[src/rtl/daq_frame_packer.sv]
// Frame generator for the 32-bit read FIFO: header, counter payload, checksum trailer,
// paced by a clock-enable divider with hold-on-full back-pressure.
module daq_frame_packer #(
  parameter logic [7:0]  HEADER_TAG  = 8'hA5,
  parameter logic [7:0]  TRAILER_TAG = 8'h5A,
  parameter int unsigned DIV_WIDTH   = 8
) (
  input  logic                 bus_clk,
  input  logic                 reset,
  input  logic                 cfg_start,
  input  logic [7:0]           cfg_len,
  input  logic [DIV_WIDTH-1:0] cfg_div,
  input  logic                 fifo_full,
  output logic [31:0]          fifo_din,
  output logic                 fifo_wr_en,
  output logic                 busy,
  output logic [15:0]          frame_cnt,
  output logic                 overflow
);

  typedef enum logic [1:0] {IDLE, HEADER, PAYLOAD, TRAILER} state_t;

  state_t               state;
  logic [DIV_WIDTH-1:0] div_cnt;
  logic [DIV_WIDTH-1:0] div_l;
  logic [7:0]           len_l;
  logic [7:0]           pay_idx;
  logic [31:0]          data_cnt;
  logic [15:0]          checksum;
  logic                 pending;
  logic                 tick;
  logic [31:0]          word;

  always_comb begin
    // >= keeps the slot timing sane if a smaller divisor is latched while the count is high
    tick = (state != IDLE) && (div_cnt >= div_l);
    word = '0;
    case (state)
      HEADER:  word = {HEADER_TAG, frame_cnt, len_l};
      PAYLOAD: word = data_cnt;
      TRAILER: word = {TRAILER_TAG, 8'h00, checksum};
      default: word = '0;
    endcase
  end

  always_ff @(posedge bus_clk) begin
    if (reset) begin
      state      <= IDLE;
      fifo_din   <= '0;
      fifo_wr_en <= 1'b0;
      busy       <= 1'b0;
      frame_cnt  <= '0;
      overflow   <= 1'b0;
      data_cnt   <= '0;
      checksum   <= '0;
      div_cnt    <= '0;
      div_l      <= '0;
      len_l      <= '0;
      pay_idx    <= '0;
      pending    <= 1'b0;
    end else begin
      fifo_wr_en <= 1'b0;
      case (state)
        IDLE: begin
          div_cnt  <= '0;
          pending  <= 1'b0;
          checksum <= '0;
          if (cfg_start) begin
            len_l <= cfg_len;
            div_l <= cfg_div;
            state <= HEADER;
            busy  <= 1'b1;
          end
        end
        default: begin
          div_cnt <= tick ? '0 : div_cnt + DIV_WIDTH'(1);
          if (!fifo_full && (pending || tick)) begin
            // a fresh tick arriving with a held write becomes the next word's slot
            fifo_wr_en <= 1'b1;
            fifo_din   <= word;
            pending    <= pending && tick;
            case (state)
              HEADER: begin
                pay_idx <= '0;
                state   <= PAYLOAD;
              end
              PAYLOAD: begin
                data_cnt <= data_cnt + 32'd1;
                checksum <= checksum + data_cnt[15:0];
                pay_idx  <= pay_idx + 8'd1;
                if (pay_idx == len_l - 8'd1) state <= TRAILER;
              end
              TRAILER: begin
                frame_cnt <= frame_cnt + 16'd1;
                checksum  <= '0;
                if (cfg_start) begin
                  state <= HEADER;
                  len_l <= cfg_len;
                  div_l <= cfg_div;
                end else begin
                  state   <= IDLE;
                  busy    <= 1'b0;
                  pending <= 1'b0;
                end
              end
              default: ;
            endcase
          end else if (tick) begin
            if (pending) overflow <= 1'b1;
            else         pending  <= 1'b1;
          end
        end
      endcase
    end
  end

endmodule
[config.mk]
export PLATFORM = sky130hd
export DESIGN_NAME = daq_frame_packer
export DESIGN_NICKNAME = d
export VERILOG_FILES = /design/src/rtl/daq_frame_packer.sv
export SDC_FILE = /design/constraint.sdc
export NUM_CORES = 1
export LEC_CHECK = 0
export CAP_MARGIN = 30
export CORE_ASPECT_RATIO = 1.2
export CORE_MARGIN = 1.5
export CORE_UTILIZATION = 57
export DETAILED_ROUTE_END_ITERATION = 6
export PLACE_DENSITY = 0.89
export SYNTH_ARGS = -nofsm -noshare
export SYNTH_HDL_FRONTEND = slang
export SYNTH_SLANG_ARGS = --single-unit
export TNS_END_PERCENT = 100
[constraint.sdc]
create_clock -name bus_clk -period 3.42 [get_ports bus_clk]
set_input_delay 0.684 -clock bus_clk [delete_from_list [all_inputs] [get_ports bus_clk]]
set_output_delay 0.684 -clock bus_clk [all_outputs]
set_load 0.02 [all_outputs]
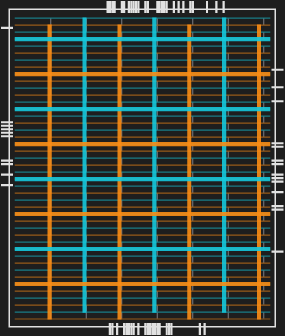
**Above:** floorplan with the power grid.
Pins as bars on the die edge. Tap cells in grey.
Key: orange = VSS; cyan = VDD
8 straps on met5. 157 tap cells.
Chip Width: 103 um
die height: 123 um
Placeable Area: 11600 um^2
peak supply drop: 0.000357 V

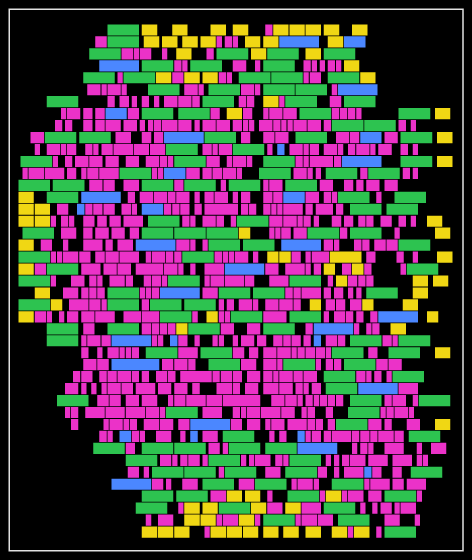
**Above:** placement by cell class.
Key: magenta = remaining logic cells [cells 612]; blue = clock drivers and dummy loads [cells 32]; green = registers [cells 134]; yellow = remaining buffers and delay cells [cells 82]

==> Changelog: implementation <==
## Flow update

* Post-cts resize count at 0
* Pre-CTS setup slack at approximately 270 ps
* GRT busiest layer: met2
* Async SR Flop Fraction at 0%
* Top Registers: data_cnt x32, fifo_din x32
* Tmin final at 3070 ps
* Final std cells w/o fill at about 1000
* Status: finished, violations left
* Failing checks: design-rule violations
* Unrepaired setup endpoints after global routing: false
* Stage-log warning count at 29
* Chip area at about 13000 um^2
* Cell area after layout at about 8200 um^2
* Clk buf depth at 2
* DRC at 1
* Global-route wire length before repair at between 20 and 30 mm
* Max_cap viols at 0
* Nets@finish at about 900
* Comb area at just under 4000 um^2
* CTS sink cnt at 134
* Placed Area at 7650 um^2
* Register share of total power at around 36%
* First-pass DRT Iterations at 7
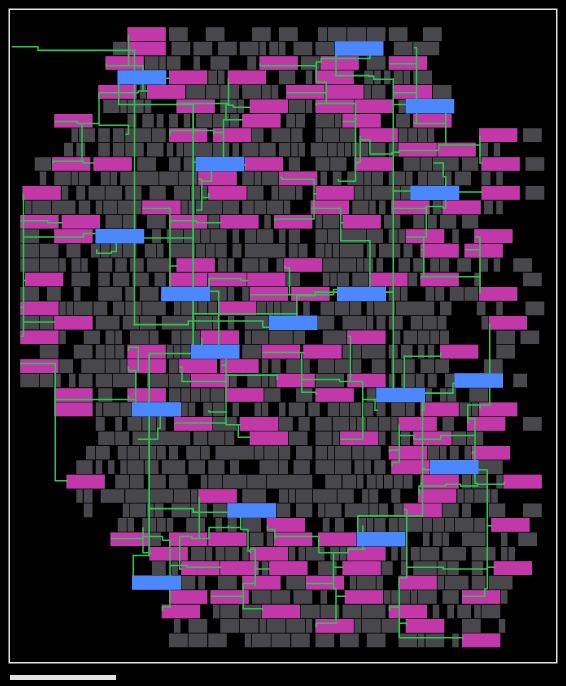
**Above:** routed clock nets over the placement.
Bar = 20 um.
Key: magenta = flip-flops [count 134]; green = clock wires [length 1610 um]; blue = clock-net drivers [count 17]
Position of the flops: all over the die. There are 18 routed clock nets.

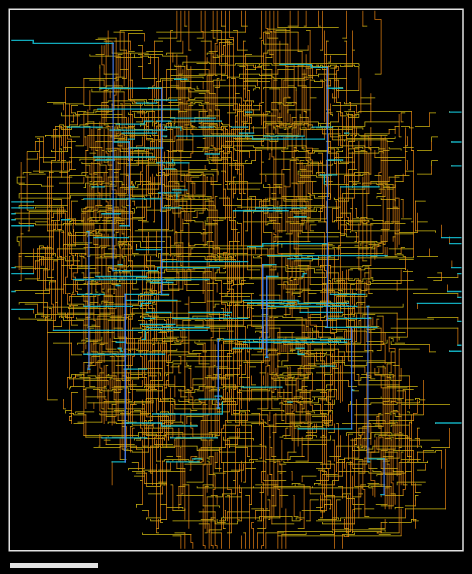
**Above:** routed metal, one colour a layer.
Bar = 20 um.
Key: blue = M4 [wire length 366 um]; yellow = M1 [wire length 6790 um]; orange = M2 [wire length 8450 um]; cyan = M3 [wire length 1000 um]

==> worst max-delay path by stage <==
stage	startpoint	endpoint	slack, ps	cells past startpoint
finish	div_cnt[4]	state[1]	350	9
global route	div_l[5]	state[1]	210	10
CTS	div_cnt[4]	state[1]	390	9
detailed placement	fifo_full	data_cnt[31]	270	8
global placement	fifo_full	data_cnt[31]	340	8
floorplan	data_cnt[0]	checksum[10]	870	8
==> power groups by stage <==
stage	logic [uW]	clock network, uW	registers (uW)
floorplan	898	0	1990
CTS	1500	1780	1860
global route	1640	1850	1880
global placement	1460	0	1890
finish	1510	1770	1870
detailed placement	1490	0	1900
==> layout make-up <==
class                   instances  area share, %
clock buffers                  23           6.17
clock inverters                 9          0.882
inverters                      23           1.05
multi-input cells             589           47.2
flip-flops and latches        134           32.6
well taps                     157           2.39
repair buffers                 82           9.73
No activity file was given, so power comes from the tool's default toggle rates.
